The clock network:
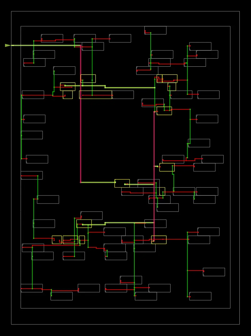
Metal 2:
Scale: 4 px per um. Cells faint in the background.
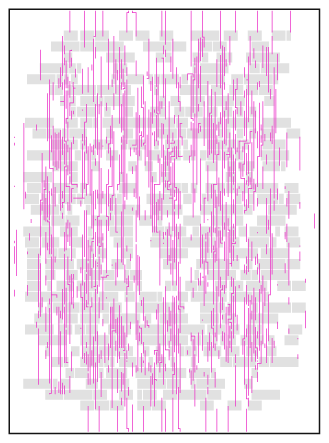
I/O nets highlighted:
Scale: 4 px per um.
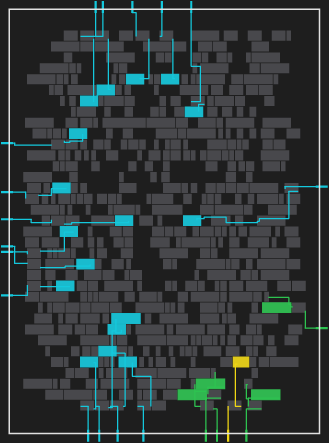
Metal layers overlaid:
Scale: 6 px per um. Only two layers are drawn.
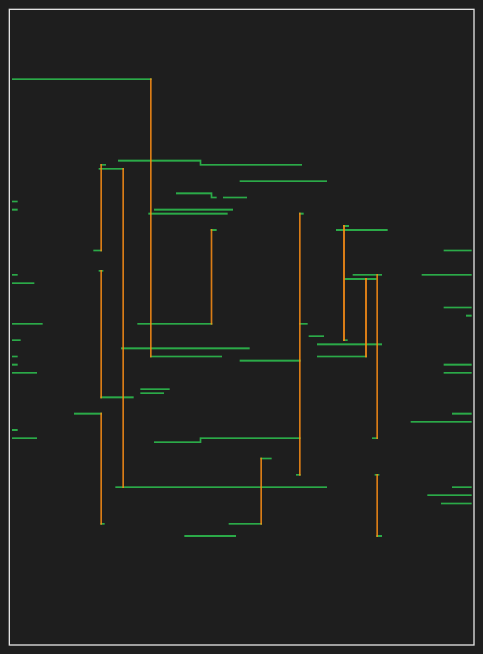
===== src/rtl/product_accumulator.sv =====
// -----------------------------------------------------------------------------
// product_accumulator
//   Registered MAC back end. Sums the unsigned 16-bit products coming out of
//   the 8x8 multiplier into an ACC_W-bit accumulator. A result is produced
//   after LEN products, or earlier when flush ends a non-empty run. Each result
//   is held on a valid/ready port until downstream takes it.
//
// Optional feature macro: PROD_ACC_SAT_EN
//   defined   : the accumulator saturates at all ones and ovf reports it
//   undefined : the accumulator wraps modulo 2^ACC_W and ovf is tied to 0
//
// Ports
//   clk         rising-edge clock
//   rst_n       synchronous, active-low reset
//   prod_valid  upstream product valid
//   prod_ready  stage can accept a product this cycle (high only in ACC)
//   prod        16-bit unsigned product
//   flush       end the current run early (single-cycle pulse)
//   res_valid   result valid
//   res_ready   downstream accepts result
//   res         accumulated sum
//   res_cnt     number of products summed into res
//   ovf         saturation happened in this result
//
// Handshake rule (both ports): a transfer happens on a rising edge where
// valid and ready are both 1. Once res_valid is raised, res/res_cnt/ovf stay
// stable and res_valid stays high until that transfer. prod_ready depends on
// the FSM state only, never on res_ready.
// -----------------------------------------------------------------------------
module product_accumulator #(
  parameter int ACC_W = 24,
  parameter int LEN   = 8,
  localparam int CNT_W = $clog2(LEN + 1)
) (
  input  logic             clk,
  input  logic             rst_n,
  input  logic             prod_valid,
  output logic             prod_ready,
  input  logic [15:0]      prod,
  input  logic             flush,
  output logic             res_valid,
  input  logic             res_ready,
  output logic [ACC_W-1:0] res,
  output logic [CNT_W-1:0] res_cnt,
  output logic             ovf
);

  typedef enum logic {
    S_ACC = 1'b0,
    S_OUT = 1'b1
  } state_t;

  state_t           state;
  state_t           state_nxt;
  logic             beat;
  logic             done;
  logic [ACC_W-1:0] acc;
  logic [ACC_W-1:0] acc_add;
  logic [ACC_W-1:0] acc_after;
  logic [CNT_W-1:0] cnt;
  logic [CNT_W-1:0] cnt_after;

  assign prod_ready = (state == S_ACC);
  assign beat       = prod_valid & prod_ready;

`ifdef PROD_ACC_SAT_EN
  // One extra bit catches the carry out; once acc is all ones any further
  // non-zero add carries again, so the clamp is self-sustaining.
  logic [ACC_W:0] sum_full;
  logic           sticky;
  logic           sticky_after;

  assign sum_full     = {1'b0, acc} + (ACC_W + 1)'(prod);
  assign acc_add      = sum_full[ACC_W] ? {ACC_W{1'b1}} : sum_full[ACC_W-1:0];
  assign sticky_after = sticky | (beat & sum_full[ACC_W]);
`else
  assign acc_add = acc + ACC_W'(prod);
`endif

  // Values of the run after this cycle's beat (if any); a finishing run
  // publishes these so the last beat is included in the result.
  assign acc_after = beat ? acc_add : acc;
  assign cnt_after = beat ? cnt + CNT_W'(1) : cnt;

  // End of run: count reaches LEN, or flush with something to report.
  // A flush on an empty run with no beat is dropped.
  assign done = (beat && (cnt_after == CNT_W'(LEN))) ||
                (flush && ((cnt != '0) || beat));

  always_ff @(posedge clk) begin
    if (!rst_n) begin
      state <= S_ACC;
    end else begin
      state <= state_nxt;
    end
  end

  always_comb begin
    state_nxt = state;
    if (state == S_ACC) begin
      if (done) begin
        state_nxt = S_OUT;
      end
    end else begin
      if (res_ready) begin
        state_nxt = S_ACC;
      end
    end
  end

  always_ff @(posedge clk) begin
    if (!rst_n) begin
      acc       <= '0;
      cnt       <= '0;
      res       <= '0;
      res_cnt   <= '0;
      res_valid <= 1'b0;
    end else if (state == S_ACC) begin
      acc <= acc_after;
      cnt <= cnt_after;
      if (done) begin
        res       <= acc_after;
        res_cnt   <= cnt_after;
        res_valid <= 1'b1;
      end
    end else if (res_ready) begin
      // Result taken: start a fresh run; prod_ready returns next cycle.
      acc       <= '0;
      cnt       <= '0;
      res_valid <= 1'b0;
    end
  end

`ifdef PROD_ACC_SAT_EN
  always_ff @(posedge clk) begin
    if (!rst_n) begin
      sticky <= 1'b0;
      ovf    <= 1'b0;
    end else if (state == S_ACC) begin
      sticky <= sticky_after;
      if (done) begin
        ovf <= sticky_after;
      end
    end else if (res_ready) begin
      sticky <= 1'b0;
    end
  end
`else
  assign ovf = 1'b0;
`endif

endmodule


===== config.mk =====
export PLATFORM = sky130hd
export DESIGN_NAME = product_accumulator
export DESIGN_NICKNAME = d
export VERILOG_FILES = /design/src/rtl/product_accumulator.sv
export SDC_FILE = /design/constraint.sdc
export NUM_CORES = 1
export LEC_CHECK = 0
export CAP_MARGIN = 40
export CORE_ASPECT_RATIO = 1.4
export CORE_MARGIN = 3
export CORE_UTILIZATION = 50
export DETAILED_ROUTE_END_ITERATION = 10
export PLACE_DENSITY = 0.74
export SYNTH_ARGS = -nofsm -noshare
export SYNTH_HDL_FRONTEND = slang
export SYNTH_SLANG_ARGS = --single-unit
export TNS_END_PERCENT = 10

===== constraint.sdc =====
create_clock -name clk -period 3.3 [get_ports clk]
set_clock_uncertainty 0.05 [all_clocks]
set_input_delay 0.66 -clock clk [delete_from_list [all_inputs] [get_ports clk]]
set_output_delay 0.66 -clock clk [all_outputs]
set_load 0.005 [all_outputs]

==> CHANGELOG.md <==
## Flow update

* Outcome: finished clean
* Flop2flop setup slack at 0.88 ns
* Post-cts gate resize count at 0
* Main area contributors: dfxtp_1, ha_1, nand2_1, a21oi_1, a311oi_2
* Hold Path Origin: acc[7]
* Critical path capture point: res[16]
* RSZ-0062 raised after global routing: false
* Area of the core at between 0.006 and 0.007 sq mm
* Nets at 504
* Path depth of the worst reg2reg path at 8
* Area occupied by registers at 0.00116 sq mm
* Final hold violations at 0
* Sum of negative setup slack at 0 ns
* Number of nets still failing antenna checks after routing at 0
* Maximum clock rate at between 300 and 400 MHz
* Maximum number of pins on one net before global-route repair at 29
* DRT Pass-1 Iters at 4
* Number of distinct library cells after synthesis at ~66
* Share of final-layout standard cells stronger than drive strength 1 at 0.139
* Data required time of the critical path at between 3 and 4 ns
* Maximum Capacitance Violations at 0
* Post-synthesis cell type with the largest combined area: dfxtp_1
* GR Overflow Total at 0
* Area Overhead vs Synth at 21.4%
* Antenna violations before repair at 0
* Maximum fanout along the worst path at 8
* Cell area power density at 488 mW/mm^2
* Sequential share of power at 0.383
* Violation count after the first detailed-route iteration at 135
* Number of standard cells in the final layout excluding fillers at 561
* Warning total across the stage logs at 27
* Proportion of power drawn by the clock network at 0.308
* Via count of the first global-routing pass at roughly 3.2k
* Top cells by count: nand2_1, dfxtp_1, a21oi_1
* Top-Level Pins at 52
## Picture notes: 'the clock network'
Clk Latency, worst-skew pair: 0.34 ns
clock distribution power: 647 uW
cts bufs inserted: 9

## Picture notes: 'metal 2'
448 nets have wire on it. The layer carries 4470 um of wire.

## Picture notes: 'I/O nets highlighted'
Key: `prod` = cyan [bits 16, direction input, edge 6 left, 5 top, 4 bottom, 1 right, end cells 17, buffers 16, wire 372 um]; `res_cnt` = green [bits 4, direction output, edge 3 bottom, 1 right, end cells 4, buffers 4, wire 76.5 um]; `flush` = yellow [bits 1, direction input, edge bottom, end cells 1, buffers 1, wire 18.7 um]

## Picture notes: 'metal layers overlaid'
Key: metal 4 = orange [wire length 292 um]; metal 3 = green [wire length 378 um]
total routed wirelength: 8990 um
total track usage: 0.225
number of vias after detailed routing: 3289
detail-routed net length per standard cell: 16.0 um

## power groups by stage
stage               Sequential [uW]  Combinational, uW  Clock (uW)
floorplan                       817                444           0
detailed placement              821                641           0
global placement                817                637           0
finish                          805                649         647
global route                    815                709         691
CTS                             805                647         660
## layout make-up
| cell class | instances | share of cell area |
|---|---|---|
| Multi-Input combinational cell | 320 | 0.507 |
| Sequential cell | 58 | 0.269 |
| Timing Repair Buffer | 63 | 0.142 |
| Clock buffer | 9 | 0.0287 |
| Tap cell | 92 | 0.0267 |
| Clock inverter | 7 | 0.0163 |
| Inverter | 12 | 0.0105 |
## sequential cells by signal, summed over array words and instances (netlist names)
signal,cells
state,1
cnt,4
res_valid,1
res,24
res_cnt,4
acc,24
## per-stage QoR
step / area, sq um / worst slack, ns
final: 4310 / 0.440
after global routing: 4310 / 0.290
after CTS: 4310 / 0.466
after detailed placement: 4120 / 0.133
after global placement: 4120 / 0.186
after floorplan: 3550 / 0.751
## metal layers
layer,part of all wire,GRT usage,up-vias
li1,-,-,1611
met4,0.032,0.102,0
met1,0.43,0.258,1572
met3,0.042,0.0547,27
met5,0,0,-
met2,0.50,0.391,79
## worst min-delay path by stage
stage	end	slack [ns]	cells past startpoint
finish	acc[7]	0.43	2
global route	acc[10]	0.45	2
CTS	acc[7]	0.43	2
detailed placement	acc[7]	0.42	2
global placement	res_cnt[3]	0.41	2
floorplan	acc[0]	0.40	2
## cells by family (layout without fill, tap and decap cells)
logic type | after synthesis | count (layout) | share of synthesized area
multiplexers | 4 | 4 | 0.0113
flip-flops | 58 | 58 | 0.327
AND-OR/OR-AND | 148 | 148 | 0.317
XOR/XNOR | 16 | 16 | 0.0416
other | 1 | 1 | 0.00106
adder cells (fa/ha/maj) | 19 | 19 | 0.0691
AND/OR/NAND/NOR | 132 | 132 | 0.174
buffers and inverters | 39 | 91 | 0.0582
## worst max-delay path, cell delays in order
cell and delay (ns):
clkdlybuf4s50_1 0.42, ha_1 0.25, fa_1 0.43, a21oi_2 0.25
o21ai_2 0.14, a21o_4 0.26, a31oi_4 0.27, o21ai_0 0.15
a311oi_2 0.24
## placed cells by master, fill, tap and decap left out, types with 7 or more instances in the layout
master	Yosys	routed
ha_1	18	18
nand2_1	60	60
clkbuf_8	0	9
a21oi_1	38	38
o211ai_1	8	8
a31oi_1	12	12
xnor2_1	10	10
o21ai_0	23	23
clkdlybuf4s50_1	0	50
a211oi_2	8	8
nor2_1	30	30
buf_4	4	12
a211oi_1	7	7
dfxtp_1	58	58
inv_1	11	11
nand3_1	7	7
a311oi_2	8	8
No activity file was given, so power comes from the tool's default toggle rates.
